## src/rtl/recip_float_arbiter_pkg.sv

```systemverilog
// recip_float_arbiter_pkg: shared state encoding and FP constants for the reciprocal arbiter
package recip_float_arbiter_pkg;
  typedef enum logic [2:0] {
    IDLE  = 3'd0,
    ISSUE = 3'd1,
    WAIT  = 3'd2,
    RESP  = 3'd3,
    TOUT  = 3'd4
  } state_t;
  localparam logic [31:0] FP_ZERO = 32'h0;
endpackage

```

## src/rtl/recip_float_arbiter_if.sv

```systemverilog
// recip_float_arbiter_if: requester and reciprocal-unit signals shared by the arbiter
interface recip_float_arbiter_if #(
  parameter int N_REQ  = 4,
  parameter int DATA_W = 32
);
  logic [N_REQ-1:0]        req;
  logic [N_REQ*DATA_W-1:0] req_operand;
  logic [N_REQ-1:0]        ack;
  logic [DATA_W-1:0]       res_out;
  logic                    res_zero;
  logic                    res_err;
  logic                    busy;
  logic                    unit_start;
  logic [DATA_W-1:0]       unit_operand;
  logic                    unit_rst;
  logic                    unit_done;
  logic [DATA_W-1:0]       unit_result;
  logic                    unit_zero;
  modport master (
    output req, req_operand, unit_done, unit_result, unit_zero,
    input  ack, res_out, res_zero, res_err, busy, unit_start, unit_operand, unit_rst
  );
  modport slave (
    input  req, req_operand, unit_done, unit_result, unit_zero,
    output ack, res_out, res_zero, res_err, busy, unit_start, unit_operand, unit_rst
  );
endinterface

```

## src/rtl/recip_float_arbiter_rr_priority_pick.sv

```systemverilog
// rr_priority_pick: first set request at or above rr_ptr, wrapping around
module rr_priority_pick #(
  parameter int N_REQ = 4,
  parameter int IDX_W = (N_REQ > 1) ? $clog2(N_REQ) : 1
) (
  input  logic [N_REQ-1:0] req,
  input  logic [IDX_W-1:0] rr_ptr,
  output logic [IDX_W-1:0] grant_idx,
  output logic             any_req
);
  always_comb begin
    grant_idx = '0;
    any_req   = |req;
    for (int k = N_REQ - 1; k >= 0; k--)
      if (req[(int'(rr_ptr) + k) % N_REQ]) grant_idx = IDX_W'((int'(rr_ptr) + k) % N_REQ);
  end
endmodule

```

## src/rtl/recip_float_arbiter.sv

```systemverilog
// recip_float_arbiter: round-robin sharing of one reciprocal unit with watchdog abort
module recip_float_arbiter
  import recip_float_arbiter_pkg::*;
#(
  parameter int N_REQ       = 4,
  parameter int DATA_W      = 32,
  parameter int TIMEOUT_CYC = 64,
  parameter int CNT_W       = 7
) (
  input logic clk,
  input logic rst,
  recip_float_arbiter_if.slave bus
);
  localparam int IDX_W = (N_REQ > 1) ? $clog2(N_REQ) : 1;
  state_t state_q, state_d;
  logic [IDX_W-1:0]  grant_q, grant_d, rr_q, rr_d, pick;
  logic [DATA_W-1:0] opnd_q, opnd_d, res_q, res_d;
  logic              zero_q, zero_d, err_q, err_d, any;
  logic [CNT_W-1:0]  cnt_q, cnt_d;
  rr_priority_pick #(.N_REQ(N_REQ), .IDX_W(IDX_W)) u_pick (
    .req(bus.req), .rr_ptr(rr_q), .grant_idx(pick), .any_req(any)
  );
  always_comb begin
    state_d = state_q;
    grant_d = grant_q;
    rr_d    = rr_q;
    opnd_d  = opnd_q;
    res_d   = res_q;
    zero_d  = zero_q;
    err_d   = err_q;
    cnt_d   = cnt_q;
    case (state_q)
      IDLE: if (any) begin
        grant_d = pick;
        opnd_d  = bus.req_operand[pick*DATA_W +: DATA_W];
        state_d = ISSUE;
      end
      ISSUE: begin
        cnt_d   = '0;
        state_d = WAIT;
      end
      WAIT: begin
        cnt_d = cnt_q + 1'b1;
        if (bus.unit_done) begin
          res_d   = bus.unit_result;
          zero_d  = bus.unit_zero;
          state_d = RESP;
        end else if (cnt_q == CNT_W'(TIMEOUT_CYC - 1)) state_d = TOUT;
      end
      TOUT: begin
        res_d   = FP_ZERO;
        zero_d  = 1'b0;
        err_d   = 1'b1;
        state_d = RESP;
      end
      RESP: begin
        rr_d    = (grant_q == IDX_W'(N_REQ - 1)) ? '0 : grant_q + 1'b1;
        err_d   = 1'b0;
        state_d = IDLE;
      end
      default: state_d = IDLE;
    endcase
  end
  always_ff @(posedge clk) begin
    if (rst) begin
      state_q <= IDLE;
      grant_q <= '0;
      rr_q    <= '0;
      opnd_q  <= '0;
      res_q   <= '0;
      zero_q  <= 1'b0;
      err_q   <= 1'b0;
      cnt_q   <= '0;
    end else begin
      state_q <= state_d;
      grant_q <= grant_d;
      rr_q    <= rr_d;
      opnd_q  <= opnd_d;
      res_q   <= res_d;
      zero_q  <= zero_d;
      err_q   <= err_d;
      cnt_q   <= cnt_d;
    end
  end
  // Every output decodes flop state only, so nothing combinational reaches the requesters.
  assign bus.ack          = (state_q == RESP) ? N_REQ'(1) << grant_q : '0;
  assign bus.res_out      = (state_q == RESP) ? res_q : FP_ZERO;
  assign bus.res_zero     = (state_q == RESP) && zero_q;
  assign bus.res_err      = (state_q == RESP) && err_q;
  assign bus.busy         = state_q != IDLE;
  assign bus.unit_start   = state_q == ISSUE;
  assign bus.unit_rst     = state_q == TOUT;
  assign bus.unit_operand = opnd_q;
endmodule

```

## src/flat_wrapper.sv

```systemverilog
// flat-port wrapper written by rule: the top's interface ports become plain ports
module recip_float_arbiter_flat import recip_float_arbiter_pkg::*;
#(
  parameter int N_REQ       = 4,
  parameter int DATA_W      = 32,
  parameter int TIMEOUT_CYC = 64,
  parameter int CNT_W       = 7
)
  (clk, rst, bus_req, bus_req_operand, bus_unit_done, bus_unit_result, bus_unit_zero, bus_ack, bus_res_out, bus_res_zero, bus_res_err, bus_busy, bus_unit_start, bus_unit_operand, bus_unit_rst);
  recip_float_arbiter_if #(.N_REQ(N_REQ), .DATA_W(DATA_W)) bus_i ();
  input logic clk;
  input logic rst;
  input wire logic [$bits(bus_i.req)-1:0] bus_req;
  input wire logic [$bits(bus_i.req_operand)-1:0] bus_req_operand;
  input wire logic [$bits(bus_i.unit_done)-1:0] bus_unit_done;
  input wire logic [$bits(bus_i.unit_result)-1:0] bus_unit_result;
  input wire logic [$bits(bus_i.unit_zero)-1:0] bus_unit_zero;
  output wire logic [$bits(bus_i.ack)-1:0] bus_ack;
  output wire logic [$bits(bus_i.res_out)-1:0] bus_res_out;
  output wire logic [$bits(bus_i.res_zero)-1:0] bus_res_zero;
  output wire logic [$bits(bus_i.res_err)-1:0] bus_res_err;
  output wire logic [$bits(bus_i.busy)-1:0] bus_busy;
  output wire logic [$bits(bus_i.unit_start)-1:0] bus_unit_start;
  output wire logic [$bits(bus_i.unit_operand)-1:0] bus_unit_operand;
  output wire logic [$bits(bus_i.unit_rst)-1:0] bus_unit_rst;
  assign bus_i.req = bus_req;
  assign bus_i.req_operand = bus_req_operand;
  assign bus_i.unit_done = bus_unit_done;
  assign bus_i.unit_result = bus_unit_result;
  assign bus_i.unit_zero = bus_unit_zero;
  assign bus_ack = bus_i.ack;
  assign bus_res_out = bus_i.res_out;
  assign bus_res_zero = bus_i.res_zero;
  assign bus_res_err = bus_i.res_err;
  assign bus_busy = bus_i.busy;
  assign bus_unit_start = bus_i.unit_start;
  assign bus_unit_operand = bus_i.unit_operand;
  assign bus_unit_rst = bus_i.unit_rst;
  recip_float_arbiter #(.N_REQ(N_REQ), .DATA_W(DATA_W), .TIMEOUT_CYC(TIMEOUT_CYC), .CNT_W(CNT_W)) u_core (.clk(clk), .rst(rst), .bus(bus_i));
endmodule
```

## config.mk

```make
export PLATFORM = sky130hd
export DESIGN_NAME = recip_float_arbiter_flat
export DESIGN_NICKNAME = d
export VERILOG_FILES = /design/src/rtl/recip_float_arbiter_pkg.sv /design/src/rtl/recip_float_arbiter_if.sv /design/src/rtl/recip_float_arbiter_rr_priority_pick.sv /design/src/rtl/recip_float_arbiter.sv /design/src/flat_wrapper.sv
export SDC_FILE = /design/constraint.sdc
export NUM_CORES = 1
export LEC_CHECK = 0
export ABC_AREA = 1
export CAP_MARGIN = 10
export CORE_UTILIZATION = 40
export CTS_CLUSTER_SIZE = 28
export DETAILED_ROUTE_END_ITERATION = 12
export PLACE_DENSITY_LB_ADDON = 0.05
export SETUP_SLACK_MARGIN = 0.2
export SLEW_MARGIN = 20
export SYNTH_ARGS = -nofsm -noshare
export SYNTH_HDL_FRONTEND = slang
export SYNTH_SLANG_ARGS = --single-unit
```

## constraint.sdc

```tcl
create_clock -name clk -period 4.3 [get_ports clk]
set_input_delay 0.86 -clock clk [delete_from_list [all_inputs] [get_ports clk]]
set_output_delay 0.86 -clock clk [all_outputs]
set_load 0.03 [all_outputs]
```

Metal layers overlaid:
Two of the layers only.
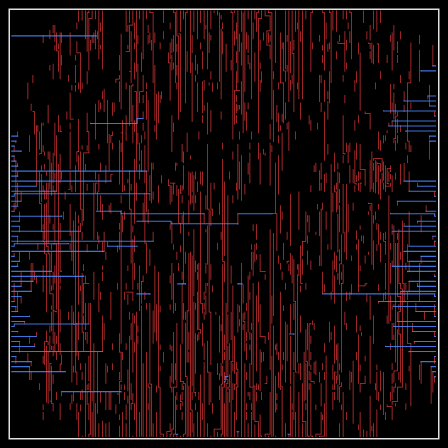
| layer | colour | wire length |
|---|---|---|
| M3 | blue | 877 µm |
| M2 | red | 7510 µm |
Tot GR Track Use: 0.238
final wirelength: 15700 µm
DR WL/cell: 12.6 µm
vias: 5665

Local utilization:
Bar = 20 µm. 12 x 12 tiles, from dark purple (low) to yellow (high), 0 to 100% covered.
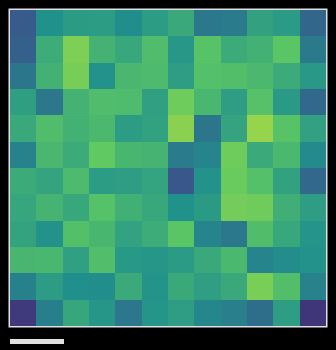
fullest tile: 84%
tiles over 75% full: 7.6%
mean over tiles: 57%
fin util: 0.629
floorplan core area: 12700 µm²
fp util: 0.411

Sequential cells coloured by netlist name:
Bar = 20 µm.
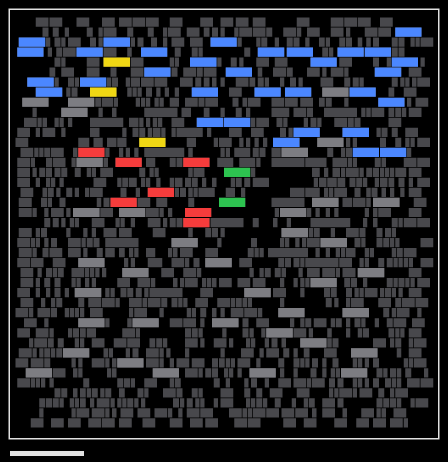
| signal | colour | flops |
|---|---|---|
| `u_core.cnt_q` | red | 7 |
| `u_core.res_q` | blue | 32 |
| `u_core.state_q` | yellow | 3 |
| `u_core.grant_q` | green | 2 |
not coloured: 36
Reg area: 1600 µm²
sequential power: 911 µW
fraction of area in registers: 0.201

==> flow_summary.yaml <==
# flow metrics
setup_path:
  crit_end: "u_core.bus.unit_operand[25]$_SDFFE_PP0P_"
  critPathKind: "input port to register"
  cp_num_buf_inv: 4
  critPathLaunch: "bus_req[3]"
  arrival_ns: 3.13
  crit_path_end_kind: "register"
  crit_family: "simple AND/OR/NAND/NOR gates"
  reg2reg_to: "u_core.bus.unit_operand[25]$_SDFFE_PP0P_"
  critical-path-slowest-cell: "nand2_2"
  crit_chain: "clkdlybuf4s50_1 -> inv_1 -> o21ai_1 -> nand2_1 -> nand3_1 -> nand3_2 -> nand2_2 -> buf_4 -> nand2_1 -> nand3_1 -> nand3_1 -> nand2_1 -> inv_1"
  cpPeakStageDelay_ns: 0.51
  timing.rr.start: "u_core.rr_q[0]$_SDFFE_PP0P_"
  reg2reg_setup_slack_ns: 1.81
  crit_required_ns: 4.53
  path_depth: 13
  critPathLaunchType: "input port"
  crit_fanout: 35
  reg2regPathDepth: 14
clock_tree:
  cts_buffers: 9
  cts.sinks: 80
  insertion_delay_ns: 0.33
  cts-root-buf: "clkbuf_16"
  postCtsSetupBuffers: 0
  post_cts_resized: 0
  cts_tree: "done"
  clk_pin_slew_ns: 0.06
  cts_max_level: 3
  holdBufCountCts: 0
  clockBufferDepth: 2
logic_synthesis:
  yosysTopAreaCell: "dfxtp_1"
  yosys_warnings: 0
  top_cell_area_share: 0.307
  fp_nets: 1036
  topCombFamilyByArea: "simple AND/OR/NAND/NOR gates"
  top_cells_by_count: "inv_1, nand3_1, nand2_1"
  ys_cells: 863
  synth_area_per_cell_um2: 6.04
  synth_flop_count: 80
  ys_types: 34
  ys_seq_share: 0.307
  simple_gate_area_frac: 0.364
  async_flop_share: 0
  syn_inst: 863
  synth_area_um2: 5210
  aoi_share: 0.0972
  fa_ha_area_frac: 0.0120
  synthFlopType: "dfxtp_1"
  mux_share: 0
  topCellsByArea: "dfxtp_1, inv_1, nand3_1"
  yosysMostFrequentCell: "inv_1"
  synth_chip_area_um2: 5210
  synth-edff-count: 0
  xor_share: 0
status:
  status: "completed"
grt:
  grt_overflow: 0
  antenna_found_initial: 0
  use_met2: 0.416
  use_met1: 0.293
  use_met3: 0.0560
  grt_pass1_vias: 5251
  grt_max_degree: 65
  grt_pass1_wl_um: 25200
  busiest_layer: "met2"
final_timing:
  skew_ns: 0.00473
  rsz0062_at_grt: "false"
  setup_viol: 0
  tightestPinTransition_ns: 0.733
  report.final.hold_viol_count: 0
  setup_slack_ns: 1.39
  tns_ns: 0
  slew_headroom: 0.511
  max_freq_mhz: 344
  whs_ns: 0.450
  period_used_share: 0.676
  slew_viol_final: 0
  layout_min_cycle_time_ns: 2.91
final_layout:
  num-nonclk-buffers: 249
  inv_count: 228
  seq_cells: 80
  logic_area_um2: 2480
  insertedDiodeCount: 0
  clock_buffers: 10
  post_layout_nonfiller_instances: 1250
  final_common_cell: "clkdlybuf4s50_1"
  fin_nets: 1247
  sh_comb_area: 0.311
  area_growth_pct: 52.8
  design_area_um2: 7970
  comb_cells: 506
  biggestCellCategory: "logic gates"
  nonClkBufAreaFrac: 0.310
  drive_above_1_share: 0.0557
  n_fill_cell: 1276
  clock_cell_area_share: 0.0432
  final_cell_mix: "clkdlybuf4s50_1, inv_1, nand3_1"
flow_run:
  maxCapViolCount: 0
  openroad.warnings: 29
power_and_ir_drop:
  power.switching_mw: 1.09
  p_int_mw: 1.95
  combPwrFrac: 0.409
  total_power_mw: 3.04
  p_leak_nw: 3.85
  power_leader: "combinational logic"
  seqPwrFrac: 0.300
  swShare: 0.359
  cellPowerDensity_nw_per_um2: 381
  clk-power_uw: 883
  pwr-share-clk: 0.291
  p_comb_mw: 1.24
  ir_worst_vdd_mv: 0.241
floorplanning:
  die-height_um: 116
  io_pins: 241
  row_count: 41
  nWellTaps: 172
  die_w_um: 116
  chip_area_um2: 13500
drt:
  top_layer: "met4"
  wl_met3_um: 876
  first_pass_iters: 4
  drtIter0Drc: 361
  viasPerCell: 4.53
  wl_met1_um: 7120
  drt.antenna.violating_nets: 0
  met2WireLength_um: 7510
  drc: 0
hold_path:
  hold_start: "u_core.res_q[8]$_SDFFE_PP0P_"
  holdPathStages: 2
  whs_endpoint: "u_core.res_q[8]$_SDFFE_PP0P_"
  hold_path.class: "register to register"
placed_design:
  dp_cells: 1235
  placed_area_um2: 7620
  place_hpwl_um: 11100
  gp_routability_congestion: 0.864
  port-buffer-count: 240
  place_ws_ns: 1.04
Power is estimated from default activity; no workload was simulated.
